`src/rtl/add_serial_sched_if.sv`:
```
// ---------------------------------------------------------------------------
// add_serial_sched_if
// Bundles every signal of add_serial_sched except clk and rst: the requester
// side (req, a_in, b_in, gnt, rsp_valid, rsp_ready, rsp_data, busy) and the
// side that drives the shared bit-serial adder (add_a, add_b, add_en, add_out).
//   slave  : the scheduler's view (add_serial_sched uses this one)
//   master : everything outside the scheduler (requesters and the adder)
// ---------------------------------------------------------------------------
interface add_serial_sched_if #(
    parameter int N_REQ = 4,
    parameter int W     = 8
);
    logic [N_REQ-1:0]   req;
    logic [N_REQ*W-1:0] a_in;
    logic [N_REQ*W-1:0] b_in;
    logic [N_REQ-1:0]   gnt;
    logic [N_REQ-1:0]   rsp_valid;
    logic [N_REQ-1:0]   rsp_ready;
    logic [W-1:0]       rsp_data;
    logic [W-1:0]       add_a;
    logic [W-1:0]       add_b;
    logic               add_en;
    logic [W-1:0]       add_out;
    logic               busy;

    modport slave (
        input  req, a_in, b_in, rsp_ready, add_out,
        output gnt, rsp_valid, rsp_data, add_a, add_b, add_en, busy
    );

    modport master (
        output req, a_in, b_in, rsp_ready, add_out,
        input  gnt, rsp_valid, rsp_data, add_a, add_b, add_en, busy
    );
endinterface

```
`src/rtl/add_serial_sched.sv`:
```
// ---------------------------------------------------------------------------
// add_serial_sched
// Shares one external bit-serial adder between N_REQ requesters. A winner is
// picked in IDLE, its operands are held on add_a/add_b for the whole
// transaction, the adder is started with add_en, its result is captured
// ADD_LAT cycles later and handed back to the winner with a valid/ready
// handshake; a final add_en pulse returns the adder to its idle state.
//
// Ports
//   clk   : clock, rising edge
//   rst   : asynchronous, active-high reset (shared with the adder)
//   bus   : add_serial_sched_if.slave
//           req/a_in/b_in       requester level requests and packed operands
//           gnt                 one-hot pulse when the winner is accepted
//           rsp_valid/rsp_ready one-hot result handshake, rsp_data result
//           add_a/add_b/add_en  adder operands and start/release strobe
//           add_out             adder result
//           busy                high whenever the FSM is not in IDLE
//
// Build option
//   ADD_SCHED_RR_EN : defined   -> round-robin arbitration (pointer register)
//                     undefined -> fixed priority, lowest index wins
//
// State table
//   S_IDLE    | wait for any req; latch winner and its operands
//   S_LAUNCH  | gnt pulse, add_en pulse, load wait counter
//   S_WAIT    | ADD_LAT cycles while the adder runs
//   S_CAPTURE | register add_out into rsp_data
//   S_RESP    | rsp_valid to winner until its rsp_ready
//   S_RELEASE | add_en pulse returns the adder to idle
// ---------------------------------------------------------------------------
module add_serial_sched #(
    parameter int N_REQ   = 4,
    parameter int W       = 8,
    parameter int ADD_LAT = 10
) (
    input  logic              clk,
    input  logic              rst,
    add_serial_sched_if.slave bus
);

    localparam int IDX_W = (N_REQ > 1) ? $clog2(N_REQ) : 1;
    localparam int CNT_W = (ADD_LAT > 1) ? $clog2(ADD_LAT) : 1;

    typedef enum logic [2:0] {
        S_IDLE,
        S_LAUNCH,
        S_WAIT,
        S_CAPTURE,
        S_RESP,
        S_RELEASE
    } state_t;

    state_t             r_state;
    state_t             w_state_nxt;
    logic [IDX_W-1:0]   r_win;
    logic [CNT_W-1:0]   r_cnt;
    logic [N_REQ-1:0]   r_gnt;
    logic [N_REQ-1:0]   r_rsp_valid;
    logic [W-1:0]       r_rsp_data;
    logic [W-1:0]       r_add_a;
    logic [W-1:0]       r_add_b;
    logic               r_add_en;

    logic               w_win_valid;
    logic [IDX_W-1:0]   w_win_idx;
    logic [N_REQ-1:0]   w_gnt_nxt;
    logic [N_REQ-1:0]   w_rsp_valid_nxt;
    logic               w_add_en_nxt;

`ifdef ADD_SCHED_RR_EN
    logic [IDX_W-1:0]   r_rr_ptr;

    // Search starts one past the last winner and wraps.
    always_comb begin
        w_win_valid = 1'b0;
        w_win_idx   = '0;
        for (int k = 1; k <= N_REQ; k++) begin
            if (!w_win_valid && bus.req[(int'(r_rr_ptr) + k) % N_REQ]) begin
                w_win_valid = 1'b1;
                w_win_idx   = IDX_W'((int'(r_rr_ptr) + k) % N_REQ);
            end
        end
    end

    always_ff @(posedge clk or posedge rst) begin
        if (rst) begin
            r_rr_ptr <= IDX_W'(N_REQ - 1);
        end else if (r_state == S_IDLE && w_win_valid) begin
            r_rr_ptr <= w_win_idx;
        end
    end
`else
    // Descending scan so the lowest requesting index is the last to write.
    always_comb begin
        w_win_valid = 1'b0;
        w_win_idx   = '0;
        for (int k = N_REQ - 1; k >= 0; k--) begin
            if (bus.req[k]) begin
                w_win_valid = 1'b1;
                w_win_idx   = IDX_W'(k);
            end
        end
    end
`endif

    always_ff @(posedge clk or posedge rst) begin
        if (rst) begin
            r_state <= S_IDLE;
        end else begin
            r_state <= w_state_nxt;
        end
    end

    // Next state plus the next value of every registered FSM output, so that
    // gnt/rsp_valid/add_en come straight from flops in the state they belong to.
    always_comb begin
        w_state_nxt     = r_state;
        w_gnt_nxt       = '0;
        w_rsp_valid_nxt = '0;
        w_add_en_nxt    = 1'b0;

        case (r_state)
            S_IDLE:    if (w_win_valid) w_state_nxt = S_LAUNCH;
            S_LAUNCH:  w_state_nxt = S_WAIT;
            S_WAIT:    if (r_cnt == '0) w_state_nxt = S_CAPTURE;
            S_CAPTURE: w_state_nxt = S_RESP;
            S_RESP:    if (bus.rsp_ready[r_win]) w_state_nxt = S_RELEASE;
            S_RELEASE: w_state_nxt = S_IDLE;
            default:   w_state_nxt = S_IDLE;
        endcase

        // LAUNCH is only reachable from IDLE, so the fresh winner is used here.
        if (w_state_nxt == S_LAUNCH) begin
            w_gnt_nxt[w_win_idx] = 1'b1;
        end
        if (w_state_nxt == S_RESP) begin
            w_rsp_valid_nxt[r_win] = 1'b1;
        end
        w_add_en_nxt = (w_state_nxt == S_LAUNCH) || (w_state_nxt == S_RELEASE);
    end

    always_ff @(posedge clk or posedge rst) begin
        if (rst) begin
            r_win       <= '0;
            r_cnt       <= '0;
            r_gnt       <= '0;
            r_rsp_valid <= '0;
            r_rsp_data  <= '0;
            r_add_a     <= '0;
            r_add_b     <= '0;
            r_add_en    <= 1'b0;
        end else begin
            r_gnt       <= w_gnt_nxt;
            r_rsp_valid <= w_rsp_valid_nxt;
            r_add_en    <= w_add_en_nxt;

            // Operands are latched only on acceptance and then held until the
            // next acceptance, so requester-side changes never reach the adder.
            if (r_state == S_IDLE && w_win_valid) begin
                r_win   <= w_win_idx;
                r_add_a <= bus.a_in[int'(w_win_idx) * W +: W];
                r_add_b <= bus.b_in[int'(w_win_idx) * W +: W];
            end

            if (r_state == S_LAUNCH) begin
                r_cnt <= CNT_W'(ADD_LAT - 1);
            end else if (r_state == S_WAIT && r_cnt != '0) begin
                r_cnt <= r_cnt - 1'b1;
            end

            // The adder itself is W bits wide, so any carry-out is already gone.
            if (r_state == S_CAPTURE) begin
                r_rsp_data <= bus.add_out;
            end
        end
    end

    assign bus.gnt       = r_gnt;
    assign bus.rsp_valid = r_rsp_valid;
    assign bus.rsp_data  = r_rsp_data;
    assign bus.add_a     = r_add_a;
    assign bus.add_b     = r_add_b;
    assign bus.add_en    = r_add_en;
    assign bus.busy      = (r_state != S_IDLE);

endmodule
```
`src/flat_wrapper.sv`:
```
// flat-port wrapper written by rule: the top's interface ports become plain ports
module add_serial_sched_flat 
#(
    parameter int N_REQ   = 4,
    parameter int W       = 8,
    parameter int ADD_LAT = 10
)
  (clk, rst, bus_req, bus_a_in, bus_b_in, bus_rsp_ready, bus_add_out, bus_gnt, bus_rsp_valid, bus_rsp_data, bus_add_a, bus_add_b, bus_add_en, bus_busy);
  add_serial_sched_if #(.N_REQ(N_REQ), .W(W)) bus_i ();
  input  logic clk;
  input  logic rst;
  input wire logic [$bits(bus_i.req)-1:0] bus_req;
  input wire logic [$bits(bus_i.a_in)-1:0] bus_a_in;
  input wire logic [$bits(bus_i.b_in)-1:0] bus_b_in;
  input wire logic [$bits(bus_i.rsp_ready)-1:0] bus_rsp_ready;
  input wire logic [$bits(bus_i.add_out)-1:0] bus_add_out;
  output wire logic [$bits(bus_i.gnt)-1:0] bus_gnt;
  output wire logic [$bits(bus_i.rsp_valid)-1:0] bus_rsp_valid;
  output wire logic [$bits(bus_i.rsp_data)-1:0] bus_rsp_data;
  output wire logic [$bits(bus_i.add_a)-1:0] bus_add_a;
  output wire logic [$bits(bus_i.add_b)-1:0] bus_add_b;
  output wire logic [$bits(bus_i.add_en)-1:0] bus_add_en;
  output wire logic [$bits(bus_i.busy)-1:0] bus_busy;
  assign bus_i.req = bus_req;
  assign bus_i.a_in = bus_a_in;
  assign bus_i.b_in = bus_b_in;
  assign bus_i.rsp_ready = bus_rsp_ready;
  assign bus_i.add_out = bus_add_out;
  assign bus_gnt = bus_i.gnt;
  assign bus_rsp_valid = bus_i.rsp_valid;
  assign bus_rsp_data = bus_i.rsp_data;
  assign bus_add_a = bus_i.add_a;
  assign bus_add_b = bus_i.add_b;
  assign bus_add_en = bus_i.add_en;
  assign bus_busy = bus_i.busy;
  add_serial_sched #(.N_REQ(N_REQ), .W(W), .ADD_LAT(ADD_LAT)) u_core (.clk(clk), .rst(rst), .bus(bus_i));
endmodule
```
`config.mk`:
```
export PLATFORM = sky130hd
export DESIGN_NAME = add_serial_sched_flat
export DESIGN_NICKNAME = d
export VERILOG_FILES = /design/src/rtl/add_serial_sched_if.sv /design/src/rtl/add_serial_sched.sv /design/src/flat_wrapper.sv
export SDC_FILE = /design/constraint.sdc
export NUM_CORES = 1
export LEC_CHECK = 0
export CORE_UTILIZATION = 35
export CTS_CLUSTER_DIAMETER = 50
export CTS_CLUSTER_SIZE = 10
export DETAILED_ROUTE_END_ITERATION = 10
export GPL_TIMING_DRIVEN = 0
export PLACE_DENSITY_LB_ADDON = 0.12
export SYNTH_ARGS = -nofsm -noshare
export SYNTH_HDL_FRONTEND = slang
export SYNTH_SLANG_ARGS = --single-unit
```
`constraint.sdc`:
```
create_clock -name clk -period 2.3 [get_ports clk]
set_input_delay 0.345 -clock clk [delete_from_list [all_inputs] [get_ports clk]]
set_output_delay 0.345 -clock clk [all_outputs]
set_load 0.005 [all_outputs]
```
run_1/density.png
9 x 9 tiles, from white (low) to dark blue (high), 0 to 100% covered.
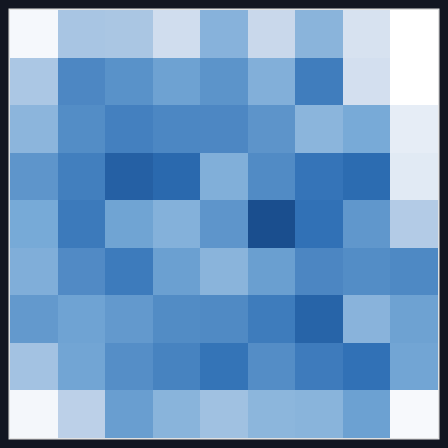
tiles over 75% full: 6.2%
emptiest ninth of the die: top right
fullest tile: 88%
core area: 0.006495 mm²
FP Util: 0.3720
Final Util: 0.5808

run_1/final_congestion.png
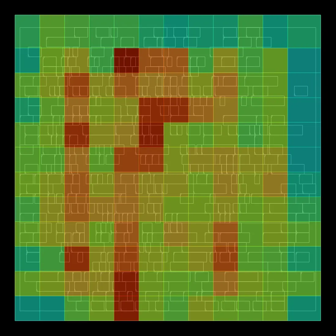
busiest layer in global routing: met2
Tot GR Track Use: 0.2108
routed length per instance: 15.35 µm

run_1/metal_stack.png
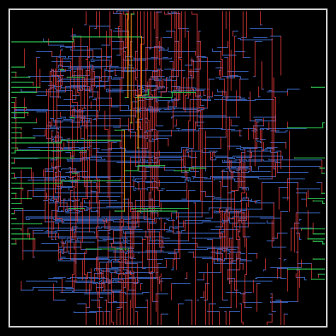
| color | layer | wire length |
|---|---|---|
| green | met3 | 411 µm |
| blue | met1 | 3180 µm |
| orange | met4 | 104 µm |
| red | met2 | 3720 µm |
total wire length: 7413 µm
Vias: 2511

==> results.ini, run 1 <==
[power_and_ir_drop]
pg_clk_mw = 0.521
p_comb_mw = 1.60
pg_seq_mw = 1.28
total_power_mw = 3.396
switching_share = 0.3456
combPwrFrac = 0.471
p_leak_nw = 1.538
p_switching_mw = 1.174

[detailed_routing]
met1Wirelength_um = 3180
drc_errors = 0
route.met2.wl_um = 3717
drt_iter0_drc = 97

[yosys]
ys_top_cells_by_count = a21oi_1 (46), dfrtp_1 (42), o21ai_0 (33)
ys_sh_simple = 0.2620
ys_top_logic_family = simple AND/OR/NAND/NOR gates
syn-cell-area_mm2 = 0.002416
syn_inst = 283
aoi_share = 0.1890
synth_area_leader_cell = dfrtp_1
ys_types = 34
async_flop_share = 1.000
ys_warn_count = 0

[grt]
use_met3 = 0.04280
grtUsageMet2 = 0.3702
grt_first_pass_wirelength_um = 11910

[clock_network]
cts.clk_slew.worst_paths_ps = 100
cts_tree = yes
cts_root_buffer = clkbuf_8
clock.latency.late_pin_ps = 300
post_cts_buffers = 0

[floorplan]
taps = 77
die_x_um = 85.09

[timing]
worst_slew_pin_slew_ps = 551.9
drv_slew = 0
fin_crit_ps = 2093
finalCritPeriodShare = 0.9102
whs_ps = 371.6
clock.fmax_ghz = 0.4777
finalHoldViolCount = 0

[place]
pre_cts_slack_ps = 69.75
placed_cells = 475

[final_layout]
most-common-layout-cells = clkdlybuf4s50_1 (114), a21oi_1 (46), dfrtp_1 (42)
stdcell_area_mm2 = 0.003772
fillers = 613
nets = 488
layout_top_cell = clkdlybuf4s50_1
diodes = 0
areaGrowthSynthToFinish_pct = 56.14
seq_area_frac = 0.2786
drive_gt1_frac = 0.06404
fin_cells = 483
clock_buffers = 5

[min_path]
hold_path.class = primary input to async pin

[critical_path]
worst_ep_arrival_time_ps = 1750
r2r_slack_ps = 390
rr_worst_depth = 6

[flow_run]
cap_violations = 0

[outcome]
outcome = finished clean

## Run 2: what changed since run 1
--- a/config.mk
+++ b/config.mk
@@ -10,7 +10,7 @@
 export CTS_CLUSTER_SIZE = 10
 export DETAILED_ROUTE_END_ITERATION = 10
 export GPL_TIMING_DRIVEN = 0
-export PLACE_DENSITY_LB_ADDON = 0.12
+export PLACE_DENSITY = 0.71
 export SYNTH_ARGS = -nofsm -noshare
 export SYNTH_HDL_FRONTEND = slang
 export SYNTH_SLANG_ARGS = --single-unit
run_2/met2.png
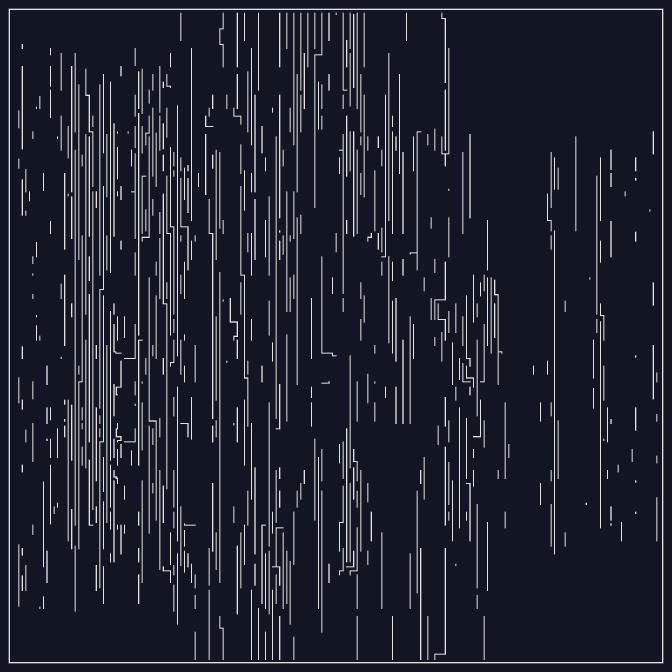
wire length on this layer: 3350 µm
main direction: vertical

==> run 2 against run 1 <==
  * Clock power decreased by 4.2%
  * Flip-flop count unchanged
  * Worst setup slack better by 23 ps
  * Routed wire length shrank 0.40%
==> results.ini, run 2 <==
[yosys]
ys_types = 34  ; unchanged
ys_warn_count = 0  ; unchanged
aoi_share = 0.1890  ; unchanged
syn_inst = 283  ; unchanged
ys_top_cells_by_count = a21oi_1 (46), dfrtp_1 (42), o21ai_0 (33)
synth_area_leader_cell = dfrtp_1
ys_sh_simple = 0.2620  ; unchanged
syn-cell-area_mm2 = 0.002416  ; unchanged

[grt]
grt_first_pass_wirelength_um = 11590  ; -2.7%
grt_usage = 0.2062  ; -0.004633
gr-max-usage-layer = met2

[detailed_routing]
met1Wirelength_um = 3353  ; +5.4%
route.met2.wl_um = 3352  ; -9.8%
drc_errors = 0  ; unchanged
drt_iter0_drc = 76  ; -22%
drt_wl_total_um = 7383  ; -0.40%

[critical_path]
worst_ep_arrival_time_ps = 1730  ; -20 ps
r2r_slack_ps = 390  ; about the same
rr_worst_depth = 6  ; unchanged

[flow_run]
cap_violations = 0  ; unchanged

[power_and_ir_drop]
pg_seq_mw = 1.28  ; about the same
p_comb_mw = 1.60  ; about the same
combPwrFrac = 0.475  ; +0.004
total_power_mw = 3.381  ; -0.44%
p_leak_nw = 1.532  ; -0.38%
switching_share = 0.3370  ; -0.008617
p_switching_mw = 1.139  ; -2.9%

[timing]
clock.fmax_ghz = 0.4831  ; +1.1%
finalHoldViolCount = 0  ; unchanged
drv_slew = 0  ; unchanged
fin_crit_ps = 2070  ; -23.30 ps

[final_layout]
fin_cells = 482  ; -0.21%
seq_area_frac = 0.2803  ; +0.001673
fillers = 583  ; -4.9%
utilization = 0.5773  ; -0.003468
layout_top_cell = clkdlybuf4s50_1
areaGrowthSynthToFinish_pct = 55.20
most-common-layout-cells = clkdlybuf4s50_1 (114), a21oi_1 (46), dfrtp_1 (42)
stdcell_area_mm2 = 0.003750  ; -0.60%
diodes = 0  ; unchanged

[floorplan]
fp_util = 0.3720  ; unchanged
core_area_mm2 = 0.006495  ; unchanged
die_x_um = 85.09  ; unchanged

[clock_network]
clock.latency.late_pin_ps = 300  ; about the same
cts_root_buffer = clkbuf_8
cts_tree = yes
cts.clk_slew.worst_paths_ps = 80  ; -20 ps

[outcome]
outcome = finished clean

[place]
placed_cells = 474  ; -0.21%
pre_cts_slack_ps = 28.73  ; -41.01 ps

run_2/final_congestion.png
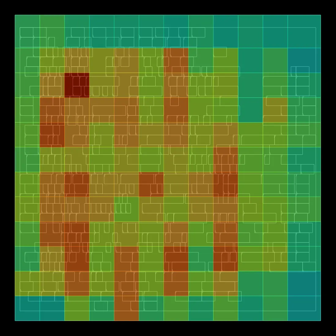
met2 Usage GRT: 0.3321
GR Util met1: 0.2639
routed length per instance: 15.32 µm
met3 global-route usage: 0.05447

Power and IR drop assume default switching activity.
